`config.mk`:
```
export PLATFORM = sky130hd
export DESIGN_NAME = mux2
export DESIGN_NICKNAME = d
export VERILOG_FILES = /design/src/rtl/mux2.sv
export SDC_FILE = /design/constraint.sdc
export NUM_CORES = 1
export LEC_CHECK = 0
export ABC_AREA = 1
export CAP_MARGIN = 40
export CORE_UTILIZATION = 36
export CTS_BUF_LIST = sky130_fd_sc_hd__clkbuf_4 sky130_fd_sc_hd__clkbuf_8
export DETAILED_ROUTE_END_ITERATION = 10
export GPL_TIMING_DRIVEN = 0
export HOLD_SLACK_MARGIN = 0.12
export PLACE_DENSITY = 0.8
export SLEW_MARGIN = 20
export SYNTH_ARGS = -nofsm -noshare
export SYNTH_HDL_FRONTEND = slang
export SYNTH_SLANG_ARGS = --single-unit
```
`constraint.sdc`:
```
create_clock -name clk -period 1.5 [get_ports clk]
set_clock_uncertainty 0.15 [all_clocks]
set_input_delay 0.3 -clock clk [delete_from_list [all_inputs] [get_ports clk]]
set_output_delay 0.3 -clock clk [all_outputs]
set_load 0.05 [all_outputs]
```
`src/rtl/mux2.sv`:
```
// 2:1 word multiplexer with a combinational output, a registered copy with valid flag,
// and a saturating counter of select toggles for debug/coverage.
module mux2 #(
    parameter int WIDTH = 32,
    parameter int CNT_W = 16
) (
    input  logic             clk,
    input  logic             rst_n,
    input  logic             control,
    input  logic [WIDTH-1:0] A,
    input  logic [WIDTH-1:0] B,
    input  logic             in_valid,
    output logic [WIDTH-1:0] ou,
    output logic [WIDTH-1:0] ou_q,
    output logic             out_valid,
    output logic             sel_q,
    output logic [CNT_W-1:0] sw_cnt
);

    localparam logic [CNT_W-1:0] CNT_MAX = {CNT_W{1'b1}};

    logic prev_ctl;

    // Zero-latency path stays live through reset so the datapath never stalls on it.
    assign ou = control ? B : A;

    always_ff @(posedge clk) begin
        if (!rst_n) begin
            ou_q      <= '0;
            sel_q     <= 1'b0;
            out_valid <= 1'b0;
            sw_cnt    <= '0;
            prev_ctl  <= 1'b0;
        end else begin
            if (in_valid) begin
                ou_q      <= ou;
                sel_q     <= control;
                out_valid <= 1'b1;
            end else begin
                out_valid <= 1'b0;
            end
            prev_ctl <= control;
            // Saturate rather than wrap so a long run never reads back as zero toggles.
            if ((control != prev_ctl) && (sw_cnt != CNT_MAX))
                sw_cnt <= sw_cnt + CNT_W'(1);
        end
    end

endmodule

```
**Run 1: I/O pins on the die edge**

The bar under the picture is 20 µm long. Pins as bars across the die edge, other pins in gray.
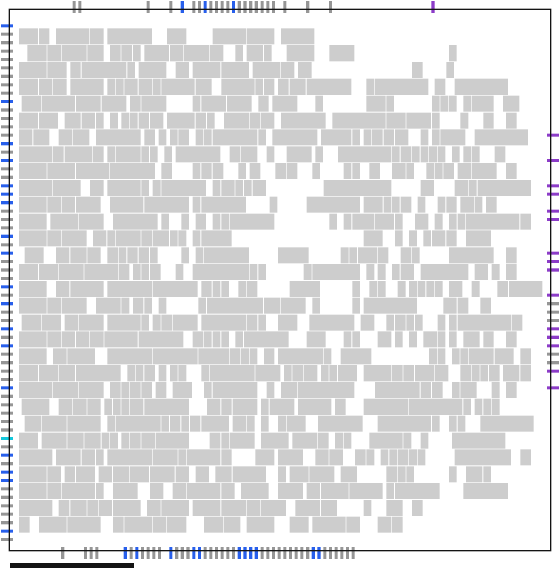
B: in blue, pins 32, direction input, edge 18 left, 11 bottom, 3 top. clk: in cyan, pins 1, direction input, edge left. sw_cnt: in purple, pins 16, direction output, edge 15 right, 1 top.
IO buf count: 146
Die Span Y: 87.21 µm

**Run 1: cell sizes after repair**

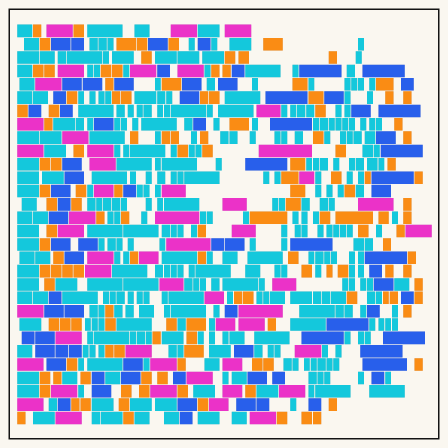
drive 6 and up: in magenta, cells 50, share 8.1%. drive 1 or less: in cyan, cells 354, share 57%. drive 3 to 4: in blue, cells 77, share 12%. drive 2: in orange, cells 136, share 22%.
final instance area: 0.005125 mm²
Synth-to-Final Area Change: 96.07%
final worst setup slack: 6.524 ps

==> qor.yml <==
reg2reg_depth: 8
hp-start: "rst_n"
common_cells: "143 x nand2_1, 98 x nor2_1, 51 x dfxtp_1"
antenna_cells: 0
yosys.stat.seqShare_pct: 39.06
ys_async_sr_fraction_pct: 0
final_cells: 713
path_max_fanout: 8
cts_hold_buf: 0
fmax_mhz: 669.6
drt_iter0_markers: 126
synth_top_cell_by_count: "nand2_1"
worstSetupStartpointType: "register"
ant_nets: 0
period_minus_slack_ps: 1493
wl_met2_mm: 5.586
finalMaxSlewViolations: 0
htree_levels: 2
tool_warnings: 30
clock_sinks: 51
cts_buffers: 5
finalWeightedCongestion: 0.8521
final_min_period_over_clock_period_pct: 99.57
outcome: "complete, no violations"
grt_usage_pct: 26.95
grt_pass1_vias: 3367
finalSetupViolCount: 0
synth_flops: 51
arrival_ps: 1550
wl_per_cell_um: 15.30
**Run 1: cell area per tile**

The die is cut into 9 by 9 equal tiles; white is low, dark blue is high, 0 to 100% covered.
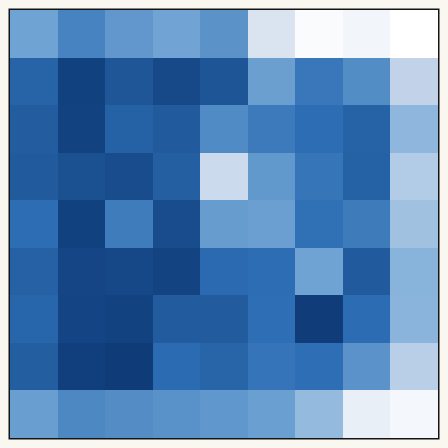
48% of the tiles are over 75% full. 1.2% of the tiles are nearly empty. The mean over all tiles is 66%. The fullest tile reaches 95%. The emptiest ninth of the die: upper right.
fp_density: 37.84%
post-layout util: 74.20%
area of the core: 0.006907 mm²

-- run 1: state kept, by name, indices dropped and copies added (netlist names) --
name / flops
prev_ctl: 1
out_valid: 1
ou_q: 32
sw_cnt: 16
sel_q: 1
-- run 1: routing by layer --
layer  up-vias  track usage (%)
met4         0            8.495
li1       1677                -
met2       157            50.75
met5         -                0
met3        36            7.962
met1      1613            28.72
-- run 1: timing repair --
action	4_1_cts	5_1_grt
gates cloned	0	2
endpoints found under the setup margin	87	73
buffers inserted	18	10
resized	553	103
pin swaps	60	34
-- run 1: power by group through the flow --
stage	combinational, mW	sequential, mW	clock [mW]
global placement	1.34	1.48	0
finish	1.55	1.45	0.938
CTS	1.52	1.45	0.951
detailed placement	1.35	1.48	0
global route	1.62	1.46	0.999
floorplan	0.579	1.73	0
-- run 1: critical path: stages, from the launching register on --
cell	delay, ps
dfxtp_4	380
ha_4	140
inv_2	40
nor2_4	130
nand2_4	100
nor2_8	180
nor2_2	80
o21ai_1	140
nor2_1	50
-- run 1: layout make-up --
cell class                 count  area [µm²]
clock buffer                   5       68.82
sequential                    51        1076
timing repair buffer         176        1689
multi-input combinational    315        1769
tap                           96       120.1
clock inverter                 3       38.79
inverter                      48       192.7
fill                         496        1782
buffer                        19       170.2
-- run 1: worst min-delay path by stage --
| stage | to | slack (ps) | cells after the start |
|---|---|---|---|
| CTS | sw_cnt[0]$_SDFFE_PN0P_ | 140 | 3 |
| global route | sw_cnt[0]$_SDFFE_PN0P_ | 160 | 3 |
| detailed placement | sw_cnt[10]$_SDFFE_PN0P_ | 350 | 2 |
| global placement | sw_cnt[10]$_SDFFE_PN0P_ | 340 | 2 |
| finish | sw_cnt[0]$_SDFFE_PN0P_ | 150 | 3 |
| floorplan | sw_cnt[2]$_SDFFE_PN0P_ | 420 | 3 |
-- run 1: placed cells by master, fill, tap and decap left out, types with 3 or more instances in the layout --
master,n
buf_4,28
nor2_2,8
clkdlybuf4s15_2,6
a21oi_2,5
nand3_1,12
nand2_4,31
dlymetal6s2s_1,35
o21ai_0,33
clkbuf_16,3
nand2_1,52
dfxtp_1,35
buf_6,6
buf_1,4
buf_8,31
inv_1,43
clkbuf_8,6
clkbuf_1,6
nor2_1,93
buf_2,46
nor2_4,3
dfxtp_4,14
a21oi_1,3
inv_2,3
nand2_2,63
dlygate4sd2_1,29
-- run 1: logic make-up (layout without fill, tap and decap cells) --
logic type	after synthesis	in the layout	synth area share, %
flops	51	51	39.06
compound gates	45	45	8.712
buf+inv	67	251	9.765
simple gates	268	268	41.65
fa+ha+maj	1	1	0.4786
xor+xnor	1	1	0.3351
Power and IR drop assume default switching activity.
